Fig. 1: routing congestion
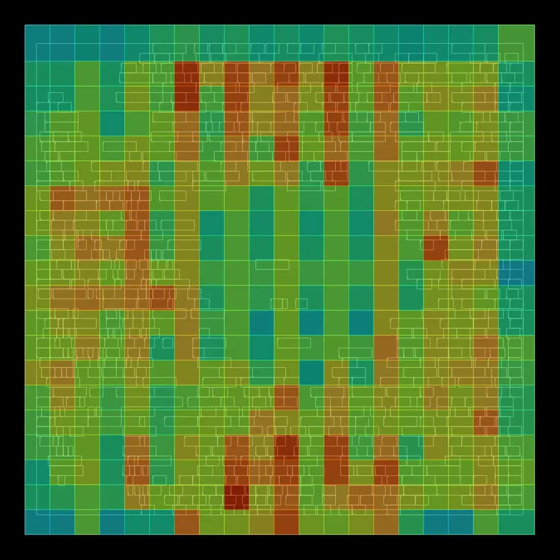
Fig. 2: wire density map
Scale: 3 px per um. The die is cut into 28 by 28 equal tiles; white is low, dark blue is high, scaled to the fullest tile. Values are wire area over tile area, all layers added.
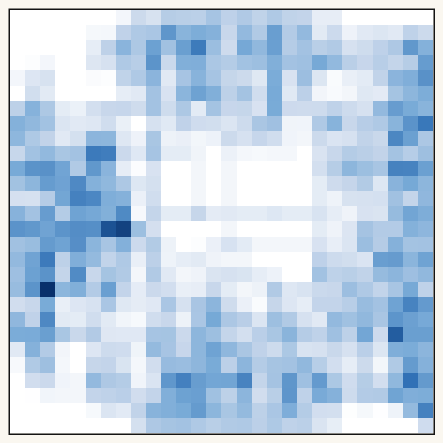
Fig. 3: clock wires, drivers and flops
Scale: 3 px per um.
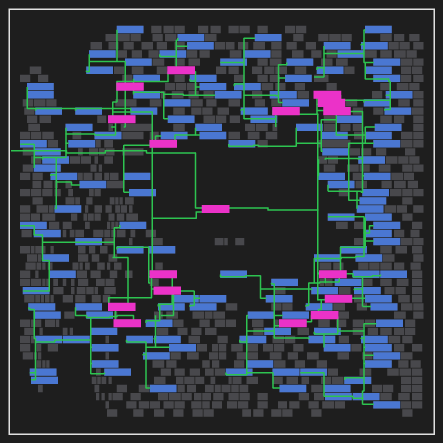
Fig. 4: wires at chosen ports, followed through buffers
Scale: 3 px per um.
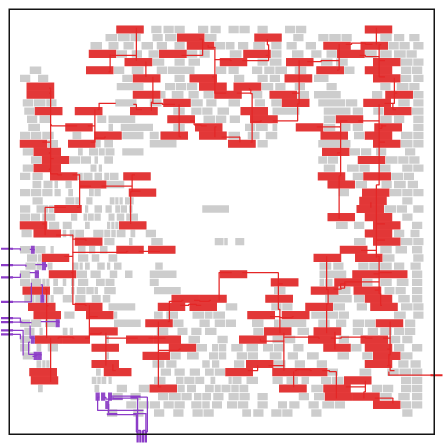
Fig. 5: logic cells by family
Scale: 3 px per um.
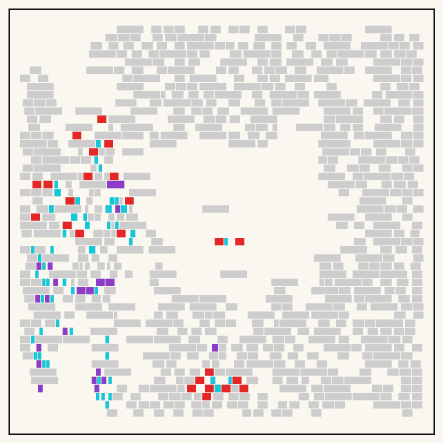
<file path="src/rtl/cpu_pkg.sv">
// Shared CPU datapath definitions: default widths, the EX control bundle
// layout and the hard-wired zero register index.
package cpu_pkg;

   localparam int DW_DEF     = 32;
   localparam int AW_DEF     = 5;
   localparam int CTRL_W_DEF = 12;

   // Register index 0 always reads as zero and is never a real destination.
   localparam int REG_ZERO = 0;

   // Control carried alongside an instruction into EX.
   typedef struct packed {
      logic                  mem_read;
      logic                  reg_write;
      logic [CTRL_W_DEF-1:0] ctrl;
   } ex_ctrl_t;

endpackage

</file>
<file path="src/rtl/load_use_detect.sv">
// Load-use hazard compare between the instruction in EX and the one in ID.
// Purely combinational so the forwarding unit can reuse it.
module load_use_detect
   import cpu_pkg::*;
#(
   parameter int AW = AW_DEF
) (
   input  logic          ex_valid,
   input  logic          ex_mem_read,
   input  logic [AW-1:0] ex_dst,
   input  logic          id_valid,
   input  logic [AW-1:0] id_rs,
   input  logic [AW-1:0] id_rt,
   input  logic          id_uses_rt,
   output logic          hazard
);

   // A load in EX whose destination is a source of the ID instruction.
   always_comb begin
      hazard = ex_valid & ex_mem_read & (ex_dst != AW'(REG_ZERO)) & id_valid &
               ((ex_dst == id_rs) | (id_uses_rt & (ex_dst == id_rt)));
   end

endmodule

</file>
<file path="src/rtl/id_ex_stage.sv">
// ID/EX pipeline stage: register file addressing, optional writeback bypass,
// load-use bubble insertion, flush and EX back-pressure handling.
// Optional feature macro: ID_WB_BYPASS_EN (same-cycle writeback bypass).
module id_ex_stage
   import cpu_pkg::*;
#(
   parameter int DW     = DW_DEF,
   parameter int AW     = AW_DEF,
   parameter int CTRL_W = CTRL_W_DEF
) (
   input  logic              clk,
   input  logic              rst,
   input  logic              id_valid,
   input  logic [AW-1:0]     id_rs,
   input  logic [AW-1:0]     id_rt,
   input  logic [AW-1:0]     id_rd,
   input  logic              id_uses_rt,
   input  logic              id_mem_read,
   input  logic              id_reg_write,
   input  logic [DW-1:0]     id_imm,
   input  logic [CTRL_W-1:0] id_ctrl,
   output logic [AW-1:0]     read_reg1,
   output logic [AW-1:0]     read_reg2,
   input  logic [DW-1:0]     read_data1,
   input  logic [DW-1:0]     read_data2,
   input  logic              wb_en,
   input  logic [AW-1:0]     wb_reg,
   input  logic [DW-1:0]     wb_value,
   input  logic              flush,
   input  logic              ex_ready,
   output logic              id_stall,
   output logic              ex_valid,
   output logic              ex_mem_read,
   output logic              ex_reg_write,
   output logic [DW-1:0]     ex_rs_val,
   output logic [DW-1:0]     ex_rt_val,
   output logic [DW-1:0]     ex_imm,
   output logic [AW-1:0]     ex_rs,
   output logic [AW-1:0]     ex_rt,
   output logic [AW-1:0]     ex_dst,
   output logic [CTRL_W-1:0] ex_ctrl,
   output logic [15:0]       stall_count
);

   logic              valid_q, valid_d;
   logic              mem_read_q, mem_read_d;
   logic              reg_write_q, reg_write_d;
   logic [DW-1:0]     rs_val_q, rs_val_d;
   logic [DW-1:0]     rt_val_q, rt_val_d;
   logic [DW-1:0]     imm_q, imm_d;
   logic [AW-1:0]     rs_q, rs_d;
   logic [AW-1:0]     rt_q, rt_d;
   logic [AW-1:0]     dst_q, dst_d;
   logic [CTRL_W-1:0] ctrl_q, ctrl_d;
   logic [15:0]       stall_count_q, stall_count_d;

   logic              hazard;
   logic [DW-1:0]     op1, op2;

   assign read_reg1 = id_rs;
   assign read_reg2 = id_rt;

   load_use_detect #(.AW(AW)) u_load_use_detect (
      .ex_valid   (valid_q),
      .ex_mem_read(mem_read_q),
      .ex_dst     (dst_q),
      .id_valid   (id_valid),
      .id_rs      (id_rs),
      .id_rt      (id_rt),
      .id_uses_rt (id_uses_rt),
      .hazard     (hazard)
   );

   assign id_stall = hazard | ~ex_ready;

`ifdef ID_WB_BYPASS_EN
   // Take the value being written back this cycle instead of the stale read.
   always_comb begin
      op1 = read_data1;
      op2 = read_data2;
      if (wb_en && (wb_reg != AW'(REG_ZERO)) && (wb_reg == id_rs)) op1 = wb_value;
      if (wb_en && (wb_reg != AW'(REG_ZERO)) && (wb_reg == id_rt)) op2 = wb_value;
   end
`else
   // Register file is trusted to finish its write before the capturing edge.
   assign op1 = read_data1;
   assign op2 = read_data2;
   logic unused_wb;
   assign unused_wb = ^{wb_en, wb_reg, wb_value};
`endif

   // Next ID/EX contents: flush > hold on back-pressure > bubble > advance.
   always_comb begin
      valid_d       = valid_q;
      mem_read_d    = mem_read_q;
      reg_write_d   = reg_write_q;
      rs_val_d      = rs_val_q;
      rt_val_d      = rt_val_q;
      imm_d         = imm_q;
      rs_d          = rs_q;
      rt_d          = rt_q;
      dst_d         = dst_q;
      ctrl_d        = ctrl_q;
      stall_count_d = stall_count_q;
      if (flush) begin
         valid_d     = 1'b0;
         mem_read_d  = 1'b0;
         reg_write_d = 1'b0;
      end else if (!ex_ready) begin
         // everything holds
      end else if (hazard) begin
         valid_d     = 1'b0;
         mem_read_d  = 1'b0;
         reg_write_d = 1'b0;
         ctrl_d      = '0;
         if (stall_count_q != 16'hFFFF) stall_count_d = stall_count_q + 16'd1;
      end else begin
         valid_d     = id_valid;
         mem_read_d  = id_mem_read;
         reg_write_d = id_reg_write;
         rs_val_d    = op1;
         rt_val_d    = op2;
         imm_d       = id_imm;
         rs_d        = id_rs;
         rt_d        = id_rt;
         dst_d       = id_rd;
         ctrl_d      = id_ctrl;
      end
   end

   // ID/EX register with asynchronous active-low clear.
   always_ff @(posedge clk or negedge rst) begin
      if (!rst) begin
         valid_q       <= 1'b0;
         mem_read_q    <= 1'b0;
         reg_write_q   <= 1'b0;
         rs_val_q      <= '0;
         rt_val_q      <= '0;
         imm_q         <= '0;
         rs_q          <= '0;
         rt_q          <= '0;
         dst_q         <= '0;
         ctrl_q        <= '0;
         stall_count_q <= '0;
      end else begin
         valid_q       <= valid_d;
         mem_read_q    <= mem_read_d;
         reg_write_q   <= reg_write_d;
         rs_val_q      <= rs_val_d;
         rt_val_q      <= rt_val_d;
         imm_q         <= imm_d;
         rs_q          <= rs_d;
         rt_q          <= rt_d;
         dst_q         <= dst_d;
         ctrl_q        <= ctrl_d;
         stall_count_q <= stall_count_d;
      end
   end

   assign ex_valid     = valid_q;
   assign ex_mem_read  = mem_read_q;
   assign ex_reg_write = reg_write_q;
   assign ex_rs_val    = rs_val_q;
   assign ex_rt_val    = rt_val_q;
   assign ex_imm       = imm_q;
   assign ex_rs        = rs_q;
   assign ex_rt        = rt_q;
   assign ex_dst       = dst_q;
   assign ex_ctrl      = ctrl_q;
   assign stall_count  = stall_count_q;

endmodule
</file>
<file path="config.mk">
export PLATFORM = sky130hd
export DESIGN_NAME = id_ex_stage
export DESIGN_NICKNAME = d
export VERILOG_FILES = /design/src/rtl/cpu_pkg.sv /design/src/rtl/load_use_detect.sv /design/src/rtl/id_ex_stage.sv
export SDC_FILE = /design/constraint.sdc
export NUM_CORES = 1
export LEC_CHECK = 0
export CAP_MARGIN = 30
export CELL_PAD_IN_SITES_DETAIL_PLACEMENT = 0
export CELL_PAD_IN_SITES_GLOBAL_PLACEMENT = 1
export CORE_MARGIN = 3
export CORE_UTILIZATION = 32
export CTS_CLUSTER_SIZE = 20
export DETAILED_ROUTE_END_ITERATION = 8
export PLACE_DENSITY = 0.86
export SYNTH_ARGS = -nofsm -noshare
export SYNTH_HDL_FRONTEND = slang
export SYNTH_SLANG_ARGS = --single-unit
</file>
<file path="constraint.sdc">
create_clock -name clk -period 3.8 [get_ports clk]
set_clock_uncertainty 0.1 [all_clocks]
set_input_delay 1.14 -clock clk [delete_from_list [all_inputs] [get_ports clk]]
set_output_delay 1.14 -clock clk [all_outputs]
set_load 0.005 [all_outputs]
</file>
==> results.sh <==
# flow metrics
export IMPL_status="complete, no violations"
export IMPL_top_layer_used="met4"
export IMPL_ctsResizeCount=8
export IMPL_ff2ff_path_depth=5
export IMPL_inv_count=2
export IMPL_reg2reg_from="ex_dst[3]"
export IMPL_cp_top_family="buffers and inverters"
export IMPL_worstPathMaxFanout=2
export IMPL_slew_violations=0
export IMPL_cp_start_kind="input pin"
export IMPL_final_core_util=0.539
export IMPL_tritoncts="yes"
export IMPL_maxPowerGroup="registers"
export IMPL_worstMarginPinSlew_ns=0.680
export IMPL_yosysChipArea_um2=5840
export IMPL_clockBufferCount=19
export IMPL_ys_types=34
export IMPL_powerClk_w=0.00162
export IMPL_routed_wl_mm=16.0
export IMPL_finalPower_w=0.00431
export IMPL_grt_remaining_overflow=0
export IMPL_ys_async_sr_fraction=1.00
export IMPL_comb_cell_share=0.214
export IMPL_dp_cells=914
export IMPL_dr_wl_met3_mm=1.40
Back to the opening pictures, Fig. 1:
grt peak-use layer: met2
Total GRT Usage: 0.162

Back to the opening pictures, Fig. 2:
fullest tile: 0.49
nearly empty tiles: 13%
emptiest ninth of the die: center
tiles over half the peak: 12%

Back to the opening pictures, Fig. 3:
[clock wires] green | length: 1800 um
[flip-flops] blue | count: 142
[clock-net drivers] magenta | count: 17
routed clock nets: 18

Back to the opening pictures, Fig. 4:
[rst] red | direction: input | edge: east | end cells: 142 | buffers: 2 | wire: 1020 um
[id_ctrl] purple | direction: input | edge: 8 west, 4 south | end cells: 12 | buffers: 12 | wire: 201 um

Back to the opening pictures, Fig. 5:
[nand cells] cyan | cells: 52
[xor and xnor cells] red | cells: 24
[aoi and oai cells] purple | cells: 20

